$ cat src/rtl/twiddle_stream_gen.sv
// Radix-2 FFT twiddle streamer: quarter-wave cosine table, 3-stage pipeline, valid/ready output.
// Optional conjugated output for inverse transforms when TWIDDLE_INVERSE_EN is defined.
module twiddle_stream_gen #(
    parameter int WORD_SIZE = 16,
    parameter int FRAC_BITS = 8,
    parameter int LOG2N     = 5,
    parameter     INIT_FILE = "twiddle_q.hex"
) (
    input  logic                     i_clk,
    input  logic                     i_rst,
    input  logic                     i_start,
    input  logic [$clog2(LOG2N)-1:0] i_stage,
`ifdef TWIDDLE_INVERSE_EN
    input  logic                     i_inverse,
`endif
    input  logic                     i_ready,
    output logic                     o_valid,
    output logic [WORD_SIZE-1:0]     o_re,
    output logic [WORD_SIZE-1:0]     o_im,
    output logic [LOG2N-2:0]         o_index,
    output logic                     o_last,
    output logic                     o_busy,
    output logic                     o_err
);

    localparam int SW = $clog2(LOG2N);
    localparam int AW = LOG2N - 1;
    localparam int QN = (1 << (LOG2N - 2)) + 1;
    localparam int QW = FRAC_BITS + 1;
    localparam int CF = 30;
    localparam longint TWO_PI_F = 64'sd6746518852;
    localparam logic [AW-1:0] QUARTER = AW'(1 << (LOG2N - 2));

    // Quarter-wave table built at elaboration; holds the same values INIT_FILE carries:
    // Q[i] = round(cos(2*pi*i/N) * 2^FRAC_BITS), via a fixed-point Taylor series.
    function automatic logic [QN*QW-1:0] build_rom();
        logic [QN*QW-1:0] r;
        longint x, x2, term, sum, q;
        r = '0;
        for (int i = 0; i < QN; i++) begin
            x    = (TWO_PI_F * longint'(i)) >>> LOG2N;
            x2   = (x * x) >>> CF;
            term = longint'(1) <<< CF;
            sum  = term;
            for (int n = 1; n <= 12; n++) begin
                term = -((term * x2) >>> CF) / longint'((2 * n - 1) * (2 * n));
                sum  = sum + term;
            end
            q = (sum + (longint'(1) <<< (CF - FRAC_BITS - 1))) >>> (CF - FRAC_BITS);
            if (q < 0) q = 0;
            r[i*QW +: QW] = QW'(q);
        end
        return r;
    endfunction

    localparam logic [QN*QW-1:0] ROM_FLAT = build_rom();

    typedef enum logic {S_IDLE, S_RUN} state_t;

    state_t          state_q, state_d;
    logic [SW-1:0]   stage_q, stage_d;
    logic [AW-1:0]   k_q, k_d;
    logic            issue_q, issue_d;
    logic [2:0]      vld_pipe_q, vld_pipe_d;
    logic [AW-1:0]   s1_re_addr_q, s1_re_addr_d, s1_im_addr_q, s1_im_addr_d;
    logic [AW-1:0]   s1_idx_q, s1_idx_d;
    logic            s1_neg_q, s1_neg_d, s1_last_q, s1_last_d;
    logic [QW-1:0]   s2_re_q, s2_re_d, s2_im_q, s2_im_d;
    logic [AW-1:0]   s2_idx_q, s2_idx_d;
    logic            s2_neg_q, s2_neg_d, s2_last_q, s2_last_d;
    logic [WORD_SIZE-1:0] o_re_q, o_re_d, o_im_q, o_im_d;
    logic [AW-1:0]   o_idx_q, o_idx_d;
    logic            o_last_q, o_last_d, o_err_q, o_err_d;
`ifdef TWIDDLE_INVERSE_EN
    logic            inv_q, inv_d;
`endif

    logic                 en;
    logic [SW-1:0]        shamt;
    logic [AW-1:0]        e, last_k;
    logic                 le_quarter;
    logic [WORD_SIZE-1:0] re_ext, im_ext;

    always_comb begin
        state_d      = state_q;
        stage_d      = stage_q;
        k_d          = k_q;
        issue_d      = issue_q;
        vld_pipe_d   = vld_pipe_q;
        s1_re_addr_d = s1_re_addr_q;
        s1_im_addr_d = s1_im_addr_q;
        s1_idx_d     = s1_idx_q;
        s1_neg_d     = s1_neg_q;
        s1_last_d    = s1_last_q;
        s2_re_d      = s2_re_q;
        s2_im_d      = s2_im_q;
        s2_idx_d     = s2_idx_q;
        s2_neg_d     = s2_neg_q;
        s2_last_d    = s2_last_q;
        o_re_d       = o_re_q;
        o_im_d       = o_im_q;
        o_idx_d      = o_idx_q;
        o_last_d     = o_last_q;
        o_err_d      = 1'b0;
`ifdef TWIDDLE_INVERSE_EN
        inv_d        = inv_q;
`endif

        en         = !vld_pipe_q[2] || i_ready;
        shamt      = SW'(AW) - stage_q;
        e          = k_q << shamt;
        last_k     = ~({AW{1'b1}} << stage_q);
        le_quarter = (e <= QUARTER);
        re_ext     = {{(WORD_SIZE-QW){1'b0}}, s2_re_q};
        im_ext     = {{(WORD_SIZE-QW){1'b0}}, s2_im_q};

        case (state_q)
            S_IDLE: begin
                if (i_start) begin
                    if ({1'b0, i_stage} >= (SW+1)'(LOG2N)) begin
                        o_err_d = 1'b1;
                    end else begin
                        state_d = S_RUN;
                        stage_d = i_stage;
                        k_d     = '0;
                        issue_d = 1'b1;
`ifdef TWIDDLE_INVERSE_EN
                        inv_d   = i_inverse;
`endif
                    end
                end
            end
            S_RUN: begin
                if (vld_pipe_q[2] && i_ready && o_last_q) state_d = S_IDLE;
            end
            default: state_d = S_IDLE;
        endcase

        if (en) begin
            // P1: fold exponent into cos/sin table addresses; past N/4 cos is mirrored and negated
            vld_pipe_d[0] = (state_q == S_RUN) && issue_q;
            if ((state_q == S_RUN) && issue_q) begin
                s1_re_addr_d = le_quarter ? e : ({AW{1'b0}} - e);
                s1_im_addr_d = le_quarter ? (QUARTER - e) : (e - QUARTER);
                s1_neg_d     = !le_quarter;
                s1_idx_d     = k_q;
                s1_last_d    = (k_q == last_k);
                if (k_q == last_k) issue_d = 1'b0;
                else               k_d     = k_q + 1'b1;
            end

            // P2: registered table read
            vld_pipe_d[1] = vld_pipe_q[0];
            s2_re_d       = ROM_FLAT[int'(s1_re_addr_q)*QW +: QW];
            s2_im_d       = ROM_FLAT[int'(s1_im_addr_q)*QW +: QW];
            s2_idx_d      = s1_idx_q;
            s2_neg_d      = s1_neg_q;
            s2_last_d     = s1_last_q;

            // P3: sign application into the output register
            vld_pipe_d[2] = vld_pipe_q[1];
            if (vld_pipe_q[1]) begin
                o_re_d   = s2_neg_q ? -re_ext : re_ext;
`ifdef TWIDDLE_INVERSE_EN
                o_im_d   = inv_q ? -im_ext : im_ext;
`else
                o_im_d   = im_ext;
`endif
                o_idx_d  = s2_idx_q;
                o_last_d = s2_last_q;
            end
        end
    end

    always_ff @(posedge i_clk) begin
        if (i_rst) begin
            state_q      <= S_IDLE;
            stage_q      <= '0;
            k_q          <= '0;
            issue_q      <= 1'b0;
            vld_pipe_q   <= '0;
            s1_re_addr_q <= '0;
            s1_im_addr_q <= '0;
            s1_idx_q     <= '0;
            s1_neg_q     <= 1'b0;
            s1_last_q    <= 1'b0;
            s2_re_q      <= '0;
            s2_im_q      <= '0;
            s2_idx_q     <= '0;
            s2_neg_q     <= 1'b0;
            s2_last_q    <= 1'b0;
            o_re_q       <= '0;
            o_im_q       <= '0;
            o_idx_q      <= '0;
            o_last_q     <= 1'b0;
            o_err_q      <= 1'b0;
`ifdef TWIDDLE_INVERSE_EN
            inv_q        <= 1'b0;
`endif
        end else begin
            state_q      <= state_d;
            stage_q      <= stage_d;
            k_q          <= k_d;
            issue_q      <= issue_d;
            vld_pipe_q   <= vld_pipe_d;
            s1_re_addr_q <= s1_re_addr_d;
            s1_im_addr_q <= s1_im_addr_d;
            s1_idx_q     <= s1_idx_d;
            s1_neg_q     <= s1_neg_d;
            s1_last_q    <= s1_last_d;
            s2_re_q      <= s2_re_d;
            s2_im_q      <= s2_im_d;
            s2_idx_q     <= s2_idx_d;
            s2_neg_q     <= s2_neg_d;
            s2_last_q    <= s2_last_d;
            o_re_q       <= o_re_d;
            o_im_q       <= o_im_d;
            o_idx_q      <= o_idx_d;
            o_last_q     <= o_last_d;
            o_err_q      <= o_err_d;
`ifdef TWIDDLE_INVERSE_EN
            inv_q        <= inv_d;
`endif
        end
    end

    assign o_valid = vld_pipe_q[2];
    assign o_re    = o_re_q;
    assign o_im    = o_im_q;
    assign o_index = o_idx_q;
    assign o_last  = o_last_q;
    assign o_busy  = (state_q == S_RUN);
    assign o_err   = o_err_q;

endmodule

$ cat config.mk
export PLATFORM = sky130hd
export DESIGN_NAME = twiddle_stream_gen
export DESIGN_NICKNAME = d
export VERILOG_FILES = /design/src/rtl/twiddle_stream_gen.sv
export SDC_FILE = /design/constraint.sdc
export NUM_CORES = 1
export LEC_CHECK = 0
export CAP_MARGIN = 20
export CELL_PAD_IN_SITES_DETAIL_PLACEMENT = 1
export CELL_PAD_IN_SITES_GLOBAL_PLACEMENT = 1
export CORE_ASPECT_RATIO = 1.2
export CORE_MARGIN = 3
export CORE_UTILIZATION = 37
export DETAILED_ROUTE_END_ITERATION = 16
export HOLD_SLACK_MARGIN = 0.1
export PLACE_DENSITY_LB_ADDON = 0.2
export SETUP_SLACK_MARGIN = 0.4
export SYNTH_ARGS = -nofsm -noshare
export SYNTH_HDL_FRONTEND = slang
export SYNTH_SLANG_ARGS = --single-unit
$ cat constraint.sdc
create_clock -name i_clk -period 2.43 [get_ports i_clk]
set_clock_uncertainty 0.15 [all_clocks]
set_input_delay 0.486 -clock i_clk [delete_from_list [all_inputs] [get_ports i_clk]]
set_output_delay 0.486 -clock i_clk [all_outputs]
set_load 0.02 [all_outputs]
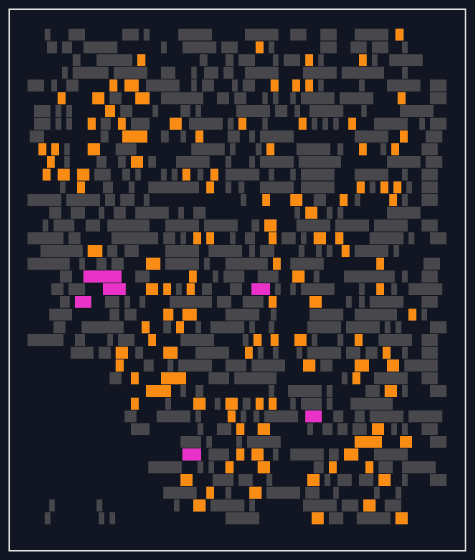
**Above:** run 1 (gate families picked out).
magenta -> multiplexers  # cells 6
orange -> inverting AOI/OAI gates  # cells 116, where all over the die
non-filler instance count after layout: 619
most instantiated logic cell after routing: sky130_fd_sc_hd__nand2_1
combinational share of cell area: 0.425

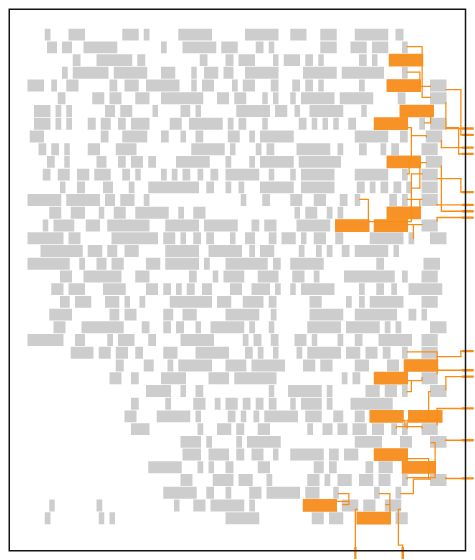
**Above:** run 1 (wires at chosen ports, followed through buffers).
orange -> o_re  # direction output, edge 14 right, 2 bottom, end cells 16, wire 308 um
IO Port Bufs: 39
number of I/O pins: 47

==> impl.org, run 1 <==
#+TITLE: Flow metrics

** Floorplanning
- N_taps :: between 100 and 150
- The initialized floorplan defines 39 standard-cell rows.
- Vertical extent of the die :: 115 um
- At the floorplan stage, the core utilization is reported as 0.384.
- According to the floorplan report, the total die area is 11200 um2.
- Placeable Area :: 9610 um2

** Route
- Initial DRT Pass Iterations :: 4
- Overall routed net length :: 8830 um
- Once detail routing completed, the nets flagged for antenna violations numbered 0.
- Number of remaining DRC errors :: 0
- The routed layout has 3208 vias.
- After detailed routing, the average wire length per cell comes to ~14 um.
- In this run, the number of DRC markers left after iteration 0 of detailed routing was 79.

** Global routing
- Met1 Resource Use GR :: 0.199
- Wire length of the first global-routing pass :: 15200 um
- Entering global routing, the biggest net connects 47 pins.
- Overflow left after global routing :: 0
- The global routing report lists met3 layer usage as 0.0415.
- Number of global-route vias before repair :: 3124
- The global routing report lists combined usage of all routing layers as 0.166.

** STA
- Normalized max-slew margin :: 0.542
- Per the final timing report, the hold violations number 0.
- Worst hold slack after final layout :: 0.302 ns
- Final min period :: 2.19 ns
- Cycle use final :: 0.900
- After layout, the worst setup slack is 0.244 ns.
- Final Max-Slew Violation Tally :: 0
- Total Neg Setup Slack :: 0 ns
- Finish-stage setup viols :: 0

** Worst hold path
- The worst hold path begins at o_re[12]$_SDFFE_PP0P_.
- Worst Hold End :: o_re[12]$_SDFFE_PP0P_
- Count of cells along the worst hold path :: 2

** Yosys
- AND-OR/OR-AND Cells, Area Fraction :: 0.198
- Post-Syn Instances :: 452
- Fraction of registers with async set or reset after synthesis :: 0
- Per the post-synthesis stats, the area per cell is 8.17 um2.
- Per the synthesis report, the adder-cell share of the synthesized area is 0.0474.
- Sequential cell area fraction in the yosys report :: 0.434
- Yosys mapped a number of flops with a built-in enable equal to 0.
- Cell Type Count :: 44
- Summing all multiplexer cells gives an area fraction of 0.0203.

** Layout
- Largest contributor to cell area by class :: combinational gates
- Number of buffers other than clock buffers in the final layout :: 61
- For the completed layout, the total cell area is recorded as 4690 um2.
- Number of antenna repair diodes :: 0
- The area taken by sequential standard cells is reported as 1610 um2.
- Share of the final layout cell area in sequential cells :: 0.343
- In the final layout, the multi-input gates occupy 1990 um2.
- Number of nets in the finished design :: 512
- Number of flip-flops under the largest register name :: 16
- By instance count after routing, the leading logic cell types are sky130_fd_sc_hd__nand2_1 (81), sky130_fd_sc_hd__dfxtp_1 (76), sky130_fd_sc_hd__a21oi_1 (53).
- For this run, the share of the core covered by cells in the final layout is 0.488.

** Critical path
- Logic depth along the worst register-to-register path is recorded as 9.
- Looking at the critical path, the highest net fanout was 5.
- OpenSTA lists the critical path startpoint as stage_q[0]$_SDFFE_PP0P_.
- STA classifies the critical path startpoint as a flip-flop.
- Destination of the worst register-to-register timing path :: s1_im_addr_q[2]$_SDFFE_PP0P_
- Startpoint of the most critical register-to-register path :: stage_q[0]$_SDFFE_PP0P_
- Category of the worst setup path capture point :: flip-flop
- For reference, the most critical setup path is categorized as flip-flop to flip-flop.
- Register-to-register setup slack :: 0.24 ns
- Ordered list of cells on the worst path :: inv_4 -> ha_4 -> ha_4 -> nor2b_4 -> nor2b_4 -> inv_2 -> ha_4 -> or3_1 -> a311oi_2
- The critical path endpoint has a required time of 2.53 ns.
- Most Frequent Cell on Critical Path :: sky130_fd_sc_hd__ha_4
- Cell count along the critical path :: 9
- The number of buffers and inverters on the critical path is 2.
- At the worst endpoint, the arrival time is 2.28 ns.
- The critical path's slowest stage uses the library cell sky130_fd_sc_hd__or3_1.
- In this design, the stage delay of the slowest critical-path cell is ~0.38 ns.

** Clock network
- Per the CTS log, the root buffer master is sky130_fd_sc_hd__clkbuf_16.
- Hold repair after CTS inserted 0 buffers.
- TritonCTS built the clock tree.
- Number of buffers between clock root and the deepest sink :: 2
- Looking at the worst setup and hold paths, the clock pins of their registers show a slew of roughly 0.06 ns.

** Power and ir drop
- Power share of the combinational group :: 0.087
- Switching part of the total power :: 0.237
- Net switching power :: 0.735 mW
- The highest supply drop recorded on VDD is 365 uV.
- Power in sequential cells :: 1.37 mW
- The share of total power dissipated in sequential elements is 0.441.
- Looking at the group totals, the largest power group turns out to be clock.
- Static Leak :: between 1.5 and 2 nW
- Clock distribution power :: 1.46 mW
- Proportion of power drawn by the clock network :: 0.472
- The completed layout was analyzed and its total power is 3.10 mW.

** Place
- RePlAce ended its routability-driven mode at a weighted congestion of 0.769.
- Cell Count Post-Placement :: 595
- Worst-case setup slack after placement :: 0.0486 ns

** Job
- Count of max-cap constraint violations :: 0
- Warnings raised by the tools during the run amount to 36.

** Outcome
- Run status :: finished, final reports clean
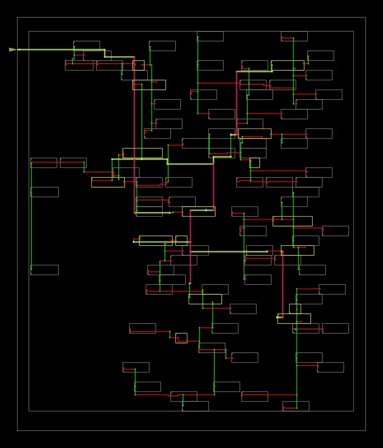
**Above:** run 1 (clock nets).
clk sinks: 80
number of clock-tree buffers in the layout: 9
number of buffers added by the clock tree synthesis step: 9
clock network latency to the later pin of the worst-skew pair: 0.34 ns

## run 1: synth_stat cells, types with 4 or more instances
| library cell | n | area share |
|---|---|---|
| sky130_fd_sc_hd__a211oi_1 | 10 | 0.020 |
| sky130_fd_sc_hd__a21oi_1 | 53 | 0.072 |
| sky130_fd_sc_hd__a22oi_1 | 14 | 0.028 |
| sky130_fd_sc_hd__a311oi_1 | 4 | 0.0095 |
| sky130_fd_sc_hd__buf_4 | 7 | 0.014 |
| sky130_fd_sc_hd__clkbuf_1 | 28 | 0.028 |
| sky130_fd_sc_hd__dfxtp_1 | 80 | 0.43 |
| sky130_fd_sc_hd__ha_1 | 14 | 0.047 |
| sky130_fd_sc_hd__inv_1 | 11 | 0.011 |
| sky130_fd_sc_hd__nand2_1 | 81 | 0.082 |
| sky130_fd_sc_hd__nand2b_1 | 5 | 0.0085 |
| sky130_fd_sc_hd__nand3_1 | 9 | 0.012 |
| sky130_fd_sc_hd__nor2_1 | 43 | 0.044 |
| sky130_fd_sc_hd__nor2b_1 | 8 | 0.014 |
| sky130_fd_sc_hd__nor3_1 | 4 | 0.0054 |
| sky130_fd_sc_hd__o211ai_1 | 8 | 0.016 |
| sky130_fd_sc_hd__o21ai_0 | 16 | 0.022 |
| sky130_fd_sc_hd__or3_1 | 5 | 0.0085 |
| sky130_fd_sc_hd__xnor2_1 | 6 | 0.014 |
| sky130_fd_sc_hd__xor2_1 | 8 | 0.019 |
## run 1: per-layer routing
layer,part of all wire,up-vias
met5,0,-
met4,0.013,0
met3,0.030,12
met2,0.52,42
met1,0.44,1532
li1,-,1622
## run 1: what timing repair did
item	in CTS	in global routing
resized	11	10
pin swaps	5	5
buffers inserted	5	3
setup endpoints to repair	9	23
**Run 1: routed clock nets over the placement**

Bar = 20 um.
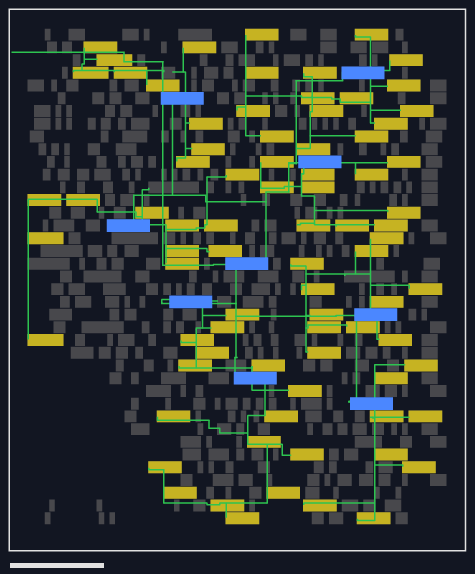

--- run 2 (diff from run 1) ---
GPL_TIMING_DRIVEN = 0   (was default)
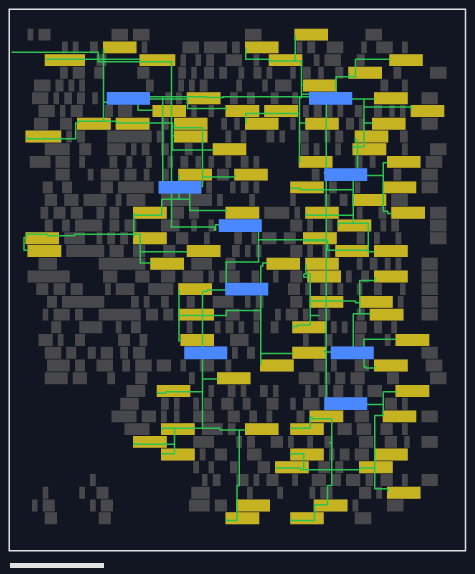
**Above:** run 2 (routed clock nets over the placement).
Bar = 20 um.
green -> clock wires  # length 1040 um
blue -> clock drivers  # count 9
yellow -> flip-flops  # count 80
routed clock nets = 10
clock distribution power: 1.35 mW
proportion of power drawn by the clock network: 0.446

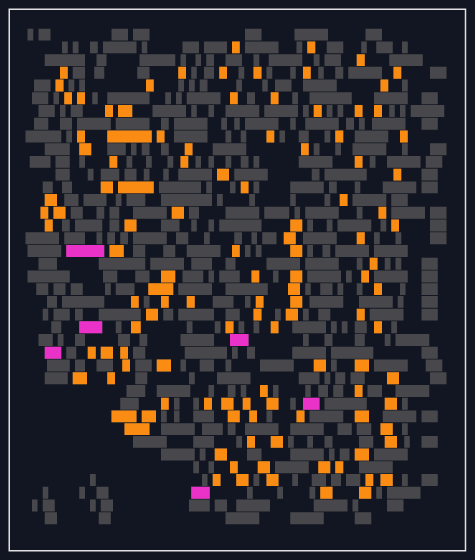
**Above:** run 2 (gate families picked out).
non-filler instance count after layout: 648
combinational share of cell area: 0.421

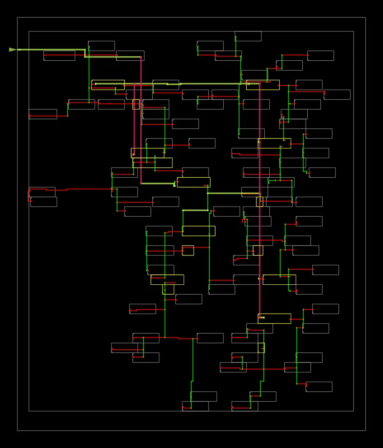
**Above:** run 2 (clock nets).
number of sequential storage elements: 80

==> impl.org, run 2 <==
#+TITLE: Flow metrics

** Critical path
- Highest net fanout along the worst path :: 2 (-3)
- The count of cells along the worst register-to-register path came to 8 (-1).
- The worst register-to-register path begins at stage_q[0]$_SDFFE_PP0P_.
- Critical path arrival :: 2.43 ns (+0.15 ns)
- Worst Setup EP :: s1_im_addr_q[2]$_SDFFE_PP0P_
- Category of the worst setup path capture point :: flip-flop
- CP Launch Type :: flip-flop
- Destination of the worst register-to-register timing path :: s1_im_addr_q[2]$_SDFFE_PP0P_
- The critical path in this run is classified as flip-flop to flip-flop.
- Register-to-register setup slack :: 0.08 ns (-0.16 ns)
- Slowest CP cell :: sky130_fd_sc_hd__mux4_2
- Ordered list of cells on the worst path :: buf_8 -> inv_4 -> ha_4 -> mux4_2 -> and2_4 -> buf_6 -> or3_4 -> a311oi_2
- Data required time at the worst endpoint :: 2.51 ns (-0.02 ns)
- Cell count along the critical path :: 8 (-1)
- Critical path's largest stage delay :: 0.50 ns (+0.12 ns)
- According to the timing report, the critical path is launched from stage_q[0]$_SDFFE_PP0P_.
- Number of buffer and inverter stages on the critical path :: 3 (+1)
- Cell family contributing the most delay on the critical path :: multiplexers

** Floorplanning
- The total die area came to 11200 um2 (unchanged).
- Number of I/O pins :: 47 (unchanged)
- The standard cell core area is 9610 um2 (unchanged).
- Rows :: 39 (unchanged)
- Core Util at FP :: 0.384 (unchanged)
- Die Width :: just under 100 um
- Vertical extent of the die :: 115 um (unchanged)

** Clock network
- The deepest clock path buffer count was 2 (unchanged).
- Number of buffers added by the clock tree synthesis step :: 9 (unchanged)
- Number of H-tree levels :: 3
- CTS placed an instance of sky130_fd_sc_hd__clkbuf_16 at the clock tree root.
- TritonCTS built the clock tree.
- Clock network latency to the later pin of the worst-skew pair :: 0.34 ns (about the same)
- The number of clock sinks seen by CTS came to 80 (unchanged).
- The clock-pin transition on the worst setup and hold timing paths was 0.06 ns (about the same).

** Worst hold path
- Count of cells along the worst hold path :: 2 (unchanged)
- Hold analysis lists the worst path endpoint as s2_idx_q[3]$_SDFFE_PP0N_.
- Start point of the worst hold path :: s2_idx_q[3]$_SDFFE_PP0N_
- The path class of the tightest hold or removal check is flip-flop to flip-flop.

** Global routing
- The maximum number of pins on one net before global-route repair came to 15 (-68%).
- The all-layer global routing usage was 0.191 (+0.0252).
- Wire length of the first global-routing pass :: 17100 um (+13%)
- Overflow left after global routing :: 0 (unchanged)
- The via count of the first global-routing pass came to 3487 (+12%).
- The initial antenna violation count was 0.

** Place
- GPL Wtd Cong :: 0.817 (+6.1%)
- The placed instances occupy a cell area of 4330 um2.
- Worst-case setup slack after placement :: -0.271 ns (-0.320 ns)
- According to the dpl log, the detail-placed design has an HPWL of 7640 um.
- The number of port buffers came to 38 (-2.6%).

** Yosys
- Post-Syn Instances :: 452 (unchanged)
- Yosys synthesis chip area :: 3690 um2
- The number of synthesized flops with an enable pin is 0 (unchanged).
- After synthesis the netlist holds a flip-flop and latch count of roughly 80.
- Primary FF master, synth :: sky130_fd_sc_hd__dfxtp_1
- Top cell area share :: 0.434 (unchanged)
- The share of synthesized registers carrying an async set or reset came to 0 (unchanged).
- Cell Type Count :: 44 (unchanged)
- Yosys warning count :: 0
- Sequential cell area fraction in the yosys report :: 0.434 (unchanged)
- Summing every instance area after synthesis gives 3690 um2.
- Dominant cells by area after synthesis :: sky130_fd_sc_hd__dfxtp_1 (43%), sky130_fd_sc_hd__nand2_1 (8.2%), sky130_fd_sc_hd__a21oi_1 (7.2%), sky130_fd_sc_hd__ha_1 (4.7%), sky130_fd_sc_hd__nor2_1 (4.4%)
- Post-synthesis average cell area :: 8.17 um2 (unchanged)
- The synthesized design spends more area on one cell type than any other, namely sky130_fd_sc_hd__dfxtp_1.
- After synthesis, the most frequently instantiated cells are sky130_fd_sc_hd__nand2_1 (81), sky130_fd_sc_hd__dfxtp_1 (80), sky130_fd_sc_hd__a21oi_1 (53).
- Ys cells :: between 400 and 500
- Top-count cell post-synth :: sky130_fd_sc_hd__nand2_1

** Route
- The first-iteration detailed-routing DRC count came to 122 (+54%).
- Routed vias/inst :: a little over 5
- Initial DRT Pass Iterations :: 6 (+2)
- Overall routed net length :: 10500 um (+19%)
- Number of remaining DRC errors :: 0 (unchanged)
- The final antenna-violating net count was 0 (unchanged).
- The total via count in the routed design was 3354 (+4.6%).
- Average detailed-routed wire length per instance :: 16.3 um (+14%)

** STA
- Cycle use final :: 0.966 (+0.0666)
- The final-report max-slew violation count came to 0 (unchanged).
- For the pin with the worst max-slew slack, the measured transition is 0.639 ns.
- The final-layout setup total negative slack was 0 ns (unchanged).
- Unrepaired setup endpoints after global routing :: yes
- The final count of negative-setup-slack endpoints is 0 (unchanged).
- Maximum frequency from static timing analysis :: 0.426 GHz
- Final min period :: 2.35 ns (+0.162 ns)
- The slack of the critical path is 0.0823 ns (-0.162 ns).
- The worst slew margin relative to its limit is 0.574 (+0.0313).
- The total count of hold-check failures in the final report was 0 (unchanged).
- The final-layout worst hold slack is 0.304 ns (+0.00232 ns).

** Power and ir drop
- The flow reported a cell area power density of 621 nW/um2.
- Static Leak :: 1.72 nW (+6.0%)
- The highest ir drop seen on vdd came to 365 uV (-0.13%).
- The overall power of the completed layout came to 3.03 mW (-2.3%).

** Layout
- Leaving out fill and tap cells, the most frequent cells in the layout are sky130_fd_sc_hd__nand2_1 (81), sky130_fd_sc_hd__dfxtp_1 (76), sky130_fd_sc_hd__a21oi_1 (52).
- The layout summary lists the proportion of cells stronger than drive strength 1 as 0.170.
- Number of nets in the finished design :: 541 (+5.7%)
- Number of antenna repair diodes :: 0 (unchanged)
- Design area :: 4880 um2 (+4.0%)
- Most instantiated logic cell after routing :: sky130_fd_sc_hd__nand2_1
- Growth of design area from synthesis to finish :: 32.1%
- Number of flip-flops under the largest register name :: 16 (unchanged)

** Job
- Count of max-cap constraint violations :: 0 (unchanged)
- OpenROAD warning count :: 36 (unchanged)

** Outcome
- The run finished with clean final reports.
## run 2: netlist changes by cell type in the layout (fill, tap and decap cells not counted), sizes merged
cell and change:
bufinv -1, inv -1, clkinv +2, clkbuf +26
buf +3
## run 2: what timing repair did
action,4_1_cts,5_1_grt
gates resized,23,34
setup buffers,9,4
hold buffers,0,0
pin swaps,11,8
endpoints found under the setup margin,49,51
endpoints found under the hold margin,0,0
## run 2: layer usage
layer | global-route usage | share of wire | wire length, um
met3 | 0.0355 | 0.023 | 240
met5 | 0 | 0 | 0
met2 | 0.370 | 0.54 | 5680
met1 | 0.210 | 0.43 | 4490
met4 | 0.0618 | 0.013 | 141
## run 2: cell families after synthesis
| logic type | share of synthesized area |
|---|---|
| and+or+nand+nor | 0.202 |
| AOI/OAI and AO/OA | 0.198 |
| muxes | 0.0203 |
| xor gates and xnor gates | 0.0332 |
| adders and majority gates | 0.0474 |
| DFF | 0.434 |
| other | 0.00102 |
| buffers and inverters | 0.0644 |
## run 2: layout make-up
cell class | count | area, um2
clock inverter | 7 | 70.1
fill | 1145 | 4740
buffer | 39 | 241
timing repair buffer | 51 | 480
tap | 123 | 154
inverter | 11 | 43.8
clock buffer | 9 | 225
sequential | 80 | 1610
multi-input combinational | 328 | 2050
## run 2: worst min-delay path: cells and delay by family (launching register included)
kind | cells | cell delay [ns]
flops | 1 | 0.31
simple gates | 1 | 0.05
compound gates | 1 | 0.05
## run 2: report_power, final
group | switching, mW | leakage (nW) | internal, mW
Clock | 0.555 | 0.146 | 0.795
Combinational | 0.175 | 0.921 | 0.138
Sequential | 0.0278 | 0.649 | 1.34
## run 2: through the flow
stage               utilization  std cells
global route              0.507        648
floorplan                     -        458
detailed placement        0.450        619
global placement          0.450        619
CTS                       0.495        644
finish                    0.507        648
Power is estimated from default activity; no workload was simulated.
